**M1 wires**

Scale bar: 50 um.
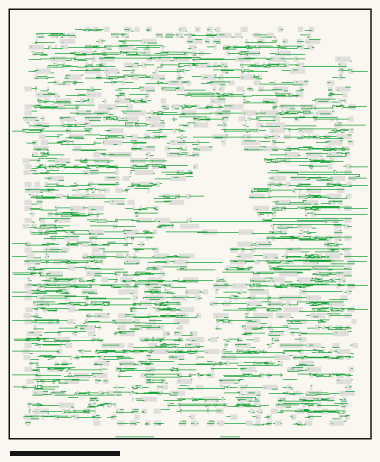
**Signal wires on met2**

Scale bar: 50 um.
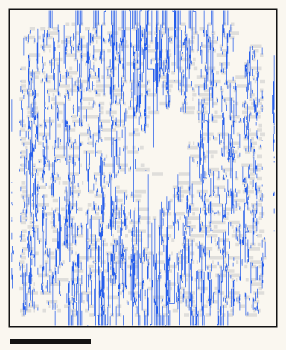
**The metal 3 layer**

Scale bar: 50 um.
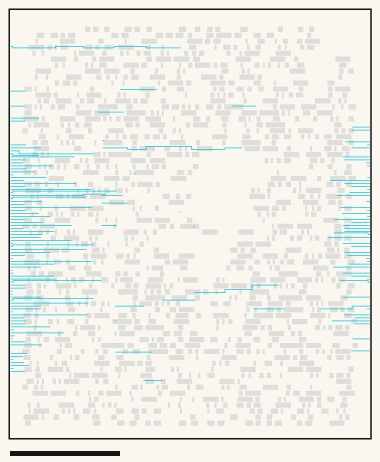
**Met4 routing**

Scale bar: 50 um.
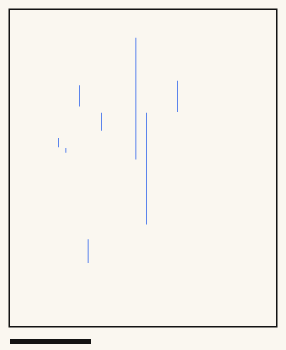
<file path="config.mk">
export PLATFORM = sky130hd
export DESIGN_NAME = dp_alu_sequencer
export DESIGN_NICKNAME = d
export VERILOG_FILES = /design/src/rtl/dp_alu_sequencer.sv
export SDC_FILE = /design/constraint.sdc
export NUM_CORES = 1
export LEC_CHECK = 0
export CELL_PAD_IN_SITES_DETAIL_PLACEMENT = 1
export CELL_PAD_IN_SITES_GLOBAL_PLACEMENT = 2
export CORE_ASPECT_RATIO = 1.2
export CORE_MARGIN = 5
export CORE_UTILIZATION = 27
export DETAILED_ROUTE_END_ITERATION = 10
export PLACE_DENSITY_LB_ADDON = 0.1
export SYNTH_ARGS = -nofsm -noshare
export SYNTH_HDL_FRONTEND = slang
export SYNTH_SLANG_ARGS = --single-unit
</file>
<file path="constraint.sdc">
create_clock -name CLK -period 2.6 [get_ports CLK]
set_input_delay 0.52 -clock CLK [delete_from_list [all_inputs] [get_ports CLK]]
set_output_delay 0.52 -clock CLK [all_outputs]
set_load 0.1 [all_outputs]
</file>
<file path="src/rtl/dp_alu_sequencer.sv">
// Multi-cycle sequencer for one ARM data-processing instruction through an external 32-bit ALU.
// Owns the NZCV register, evaluates the condition field, and issues Rd write-back and flag update.
module dp_alu_sequencer #(
  parameter logic [3:0] FLAGS_RST = 4'b0000
) (
  input  logic        CLK,
  input  logic        RESET,
  input  logic        START,
  input  logic [3:0]  COND,
  input  logic [3:0]  OPCODE,
  input  logic        S_BIT,
  input  logic [3:0]  RD_IN,
  input  logic [31:0] RN_VAL,
  input  logic [31:0] OP2_VAL,
  input  logic        FLAGS_LOAD,
  input  logic [3:0]  FLAGS_IN,
  input  logic [31:0] ALU_RESULT,
  input  logic        ALU_N,
  input  logic        ALU_Z,
  input  logic        ALU_C,
  input  logic        ALU_V,
  output logic [3:0]  ALU_FN,
  output logic [31:0] ALU_LEFT,
  output logic [31:0] ALU_RIGHT,
  output logic        ALU_CIN,
  output logic        RD_WE,
  output logic [3:0]  RD_ADDR,
  output logic [31:0] RD_DATA,
  output logic [3:0]  FLAGS,
  output logic        BUSY,
  output logic        DONE
);

  typedef enum logic [2:0] {IDLE, CHECK, EXEC, WB, SKIP} state_e;

  state_e      state_q, state_d;
  logic [3:0]  cond_q, cond_d;
  logic [3:0]  opcode_q, opcode_d;
  logic        s_bit_q, s_bit_d;
  logic [3:0]  rd_q, rd_d;
  logic [31:0] rn_q, rn_d;
  logic [31:0] op2_q, op2_d;
  logic [3:0]  flags_q, flags_d;
  logic [3:0]  alu_fn_q, alu_fn_d;
  logic [31:0] alu_left_q, alu_left_d;
  logic [31:0] alu_right_q, alu_right_d;
  logic        alu_cin_q, alu_cin_d;
  logic        rd_we_q, rd_we_d;
  logic [3:0]  rd_addr_q, rd_addr_d;
  logic [31:0] rd_data_q, rd_data_d;
  logic        busy_q, busy_d;
  logic        done_q, done_d;

  logic is_test;
  logic is_arith;

  function automatic logic cond_pass(input logic [3:0] cond, input logic [3:0] nzcv);
    logic n, z, c, v;
    {n, z, c, v} = nzcv;
    case (cond)
      4'h0:    return z;
      4'h1:    return !z;
      4'h2:    return c;
      4'h3:    return !c;
      4'h4:    return n;
      4'h5:    return !n;
      4'h6:    return v;
      4'h7:    return !v;
      4'h8:    return c && !z;
      4'h9:    return !c || z;
      4'hA:    return n == v;
      4'hB:    return n != v;
      4'hC:    return !z && (n == v);
      4'hD:    return z || (n != v);
      4'hE:    return 1'b1;
      default: return 1'b0;
    endcase
  endfunction

  // TST/TEQ/CMP/CMN never write Rd; SUB..RSC plus CMP/CMN produce their own C and V.
  assign is_test  = (opcode_q[3:2] == 2'b10);
  assign is_arith = (opcode_q inside {[4'h2:4'h7]}) || (opcode_q[3:1] == 3'b101);

  always_comb begin
    // NOTE: every *_d starts from its *_q (or an idle value) so no branch below can infer a latch.
    state_d     = state_q;
    cond_d      = cond_q;
    opcode_d    = opcode_q;
    s_bit_d     = s_bit_q;
    rd_d        = rd_q;
    rn_d        = rn_q;
    op2_d       = op2_q;
    flags_d     = flags_q;
    alu_fn_d    = alu_fn_q;
    alu_left_d  = alu_left_q;
    alu_right_d = alu_right_q;
    alu_cin_d   = alu_cin_q;
    rd_addr_d   = rd_addr_q;
    rd_data_d   = rd_data_q;
    rd_we_d     = 1'b0;
    done_d      = 1'b0;

    case (state_q)
      IDLE: begin
        if (FLAGS_LOAD) flags_d = FLAGS_IN;
        if (START) begin
          cond_d   = COND;
          opcode_d = OPCODE;
          s_bit_d  = S_BIT;
          rd_d     = RD_IN;
          rn_d     = RN_VAL;
          op2_d    = OP2_VAL;
          state_d  = CHECK;
        end
      end
      CHECK: begin
        if (cond_pass(cond_q, flags_q)) begin
          alu_fn_d    = opcode_q;
          alu_left_d  = rn_q;
          alu_right_d = op2_q;
          alu_cin_d   = flags_q[1];
          state_d     = EXEC;
        end else begin
          done_d  = 1'b1;
          state_d = SKIP;
        end
      end
      EXEC: begin
        // The ALU has had all of EXEC to settle; its result is registered straight into the write port.
        done_d  = 1'b1;
        state_d = WB;
        if (!is_test) begin
          rd_we_d   = 1'b1;
          rd_addr_d = rd_q;
          rd_data_d = ALU_RESULT;
        end
      end
      WB: begin
        state_d = IDLE;
        if (s_bit_q || is_test) begin
          flags_d[3] = is_test ? ALU_N : ALU_RESULT[31];
          flags_d[2] = is_test ? ALU_Z : (ALU_RESULT == 32'h0);
          if (is_arith) flags_d[1:0] = {ALU_C, ALU_V};
        end
      end
      SKIP:    state_d = IDLE;
      default: state_d = IDLE;
    endcase

    busy_d = (state_d != IDLE);
  end

  always_ff @(posedge CLK) begin
    // NOTE: instruction capture regs are reset along with the outputs so no X ever reaches the ALU or Rd port.
    if (RESET) begin
      state_q     <= IDLE;
      cond_q      <= '0;
      opcode_q    <= '0;
      s_bit_q     <= 1'b0;
      rd_q        <= '0;
      rn_q        <= '0;
      op2_q       <= '0;
      flags_q     <= FLAGS_RST;
      alu_fn_q    <= '0;
      alu_left_q  <= '0;
      alu_right_q <= '0;
      alu_cin_q   <= 1'b0;
      rd_we_q     <= 1'b0;
      rd_addr_q   <= '0;
      rd_data_q   <= '0;
      busy_q      <= 1'b0;
      done_q      <= 1'b0;
    end else begin
      // NOTE: non-blocking only, so every flop samples the pre-edge value of every other flop.
      state_q     <= state_d;
      cond_q      <= cond_d;
      opcode_q    <= opcode_d;
      s_bit_q     <= s_bit_d;
      rd_q        <= rd_d;
      rn_q        <= rn_d;
      op2_q       <= op2_d;
      flags_q     <= flags_d;
      alu_fn_q    <= alu_fn_d;
      alu_left_q  <= alu_left_d;
      alu_right_q <= alu_right_d;
      alu_cin_q   <= alu_cin_d;
      rd_we_q     <= rd_we_d;
      rd_addr_q   <= rd_addr_d;
      rd_data_q   <= rd_data_d;
      busy_q      <= busy_d;
      done_q      <= done_d;
    end
  end

  assign ALU_FN    = alu_fn_q;
  assign ALU_LEFT  = alu_left_q;
  assign ALU_RIGHT = alu_right_q;
  assign ALU_CIN   = alu_cin_q;
  assign RD_WE     = rd_we_q;
  assign RD_ADDR   = rd_addr_q;
  assign RD_DATA   = rd_data_q;
  assign FLAGS     = flags_q;
  assign BUSY      = busy_q;
  assign DONE      = done_q;

endmodule

</file>
==> out/qor.rpt <==
RUN STATUS
--------------------------------------------------------------------------------------
Status .................................................................. finished clean

FINISH
--------------------------------------------------------------------------------------
Clk_buf instances .......................................................           17
Combinational fraction of the cell area .................................        0.330
Sequential portion of the cell area .....................................        0.356
Area occupied by registers ..............................................     3840 um2
Post-layout instance count excluding filler cells .......................        1,481
Most numerous logic cell after layout ................................... sky130_fd_sc_hd__nand2_1
Syn-to-layout area delta ................................................        40.1%
Area-dominant cell class after layout ...................................    registers
Clock distribution area overhead in the final layout ....................       0.0606
Number of nets in the layout ............................................        1,210
Final cell area excluding filler cells ..................................   10,800 um2

FINAL TIMING
--------------------------------------------------------------------------------------
Worst Max-Slew Pin Slew .................................................     0.546 ns
Relative max-transition margin ..........................................        0.636
Fin Setup TNS ...........................................................         0 ns
Clock period minus final worst setup slack ..............................      2.14 ns

FLOORPLAN
--------------------------------------------------------------------------------------
Area of the die .........................................................   32,100 um2
Die x size ..............................................................       164 um
Well-Tap Cells ..........................................................          379
Number of core rows .....................................................           67
# IOs ...................................................................          233

WORST SETUP PATH
--------------------------------------------------------------------------------------
Number of cells on the worst reg-to-reg path ............................            7
Biggest cell delay along the critical path ..............................      0.53 ns
Startpoint of the worst-slack reg-to-reg timing path ....................    cond_q[1]
Crit path depth .........................................................            7
Critical path startpoint category .......................................    flip-flop
Register-to-register setup slack ........................................      0.46 ns
Library cell contributing the largest single delay on the critical path . sky130_fd_sc_hd__dfxtp_1
CP endpoint ............................................................. ALU_LEFT[11]
Arrival time at the worst endpoint ......................................      2.50 ns

POWER
--------------------------------------------------------------------------------------
Proportion of total power due to net switching ..........................        0.286
Power density over the cells ............................................   673 nW/um2
Combinational cell power ................................................      1.17 mW
Part of the power in combinational logic ................................        0.161
Power Total .............................................................      7.27 mW
Total net switching power ...............................................      2.08 mW
Sequential group power ..................................................      3.18 mW

ROUTING
--------------------------------------------------------------------------------------
First DRT Iteration DRCs ................................................          193
Routed wire length per instance .........................................      15.7 um
Top layer used by detailed routing ......................................         met5
Via density per instance ................................................         4.40

SYNTHESIS
--------------------------------------------------------------------------------------
XOR/XNOR Area Share .....................................................      0.00114
Seq/Total Area, Yosys ...................................................        0.498
Number of instances in the synthesized netlist ..........................          888
Net count after synthesis ...............................................        1,009
Dominant comb cell ...................................................... simple AND/OR/NAND/NOR gates
Synthesized area divided by synthesized cell count ......................     8.69 um2
Count of library flops with an enable pin ...............................            0
# Cells Yosys ...........................................................          888
Synthesized-area fraction occupied by adder cells .......................            0

PLACED DESIGN
--------------------------------------------------------------------------------------
Half-perimeter wire length after placement ..............................      15.8 mm
Setup slack after placement .............................................     0.432 ns
Cell Area, Placed .......................................................   10,200 um2
Number of cells in the design after placement ...........................        1,449
Weighted congestion at the end of routability-driven global placement ...        0.705

MIN PATH
--------------------------------------------------------------------------------------
Kind of path behind the tightest hold check ............................. input port to flip-flop
Instance count along the most critical hold path ........................            3

CLOCK TREE
--------------------------------------------------------------------------------------
CTS-repair resized insts ................................................            0
Clock tree from TritonCTS ...............................................        built
Number of CTS-inserted buffers ..........................................           17
Max clock buf depth .....................................................            2
Insertion delay of the later-clocked pin in the worst-skew pair .........      0.43 ns

GLOBAL ROUTE
--------------------------------------------------------------------------------------
Total congestion overflow after global routing ..........................            0
Met2 track demand over resource in global routing .......................        0.239
Met1 track demand over resource .........................................        0.178
Pin count of the biggest net entering global routing ....................          144
Wire length of the first global-routing pass ............................      37.1 mm

Back to the opening pictures, 'M1 wires':
main direction = horizontal
nets with wire on the layer = 1,078
longest straight run = 61.2 um

Back to the opening pictures, 'signal wires on met2':
wire length on this layer = 11,300 um
longest straight run = 79.9 um
main direction = vertical
share of all routed wire = 48%

Back to the opening pictures, 'the metal 3 layer':
share of all routed wire = 8.3%
nets with wire on the layer = 132
wire length on this layer = 1,920 um
longest straight run = 46.9 um
main direction = horizontal
grt met3 use: 0.0578
via count: 6,514
overall routed net length: 23.3 mm

Back to the opening pictures, 'met4 routing':
share of all routed wire = 0.90%
longest straight run = 74.8 um

## synth_stat cells (2+ instances only)
master / count / share of area
sky130_fd_sc_hd__a21oi_1: 116 / 0.075
sky130_fd_sc_hd__a311oi_1: 2 / 0.0023
sky130_fd_sc_hd__buf_1: 3 / 0.0015
sky130_fd_sc_hd__buf_2: 5 / 0.0032
sky130_fd_sc_hd__buf_4: 6 / 0.0058
sky130_fd_sc_hd__buf_6: 4 / 0.0058
sky130_fd_sc_hd__clkbuf_1: 47 / 0.023
sky130_fd_sc_hd__dfxtp_1: 192 / 0.50
sky130_fd_sc_hd__mux2i_1: 74 / 0.096
sky130_fd_sc_hd__nand2_1: 238 / 0.12
sky130_fd_sc_hd__nand2b_1: 142 / 0.12
sky130_fd_sc_hd__nand3b_1: 3 / 0.0029
sky130_fd_sc_hd__nand4_1: 2 / 0.0016
sky130_fd_sc_hd__nor2_1: 8 / 0.0039
sky130_fd_sc_hd__nor2b_1: 2 / 0.0016
sky130_fd_sc_hd__nor3_2: 2 / 0.0026
sky130_fd_sc_hd__nor4_1: 8 / 0.0065
sky130_fd_sc_hd__o211ai_1: 2 / 0.0019
sky130_fd_sc_hd__o21ai_0: 3 / 0.0019
sky130_fd_sc_hd__o22ai_2: 2 / 0.0032
sky130_fd_sc_hd__or2_2: 2 / 0.0016
sky130_fd_sc_hd__or3_1: 2 / 0.0016
## kinds of logic (layout without fill, tap and decap cells)
group / after synthesis / after routing
AOI/OAI and AO/OA: 132 / 132
buffers and inverters: 67 / 281
xor gates and xnor gates: 1 / 1
and+or+nand+nor: 420 / 420
muxes: 76 / 76
DFF: 192 / 192
Power is estimated from default activity; no workload was simulated.
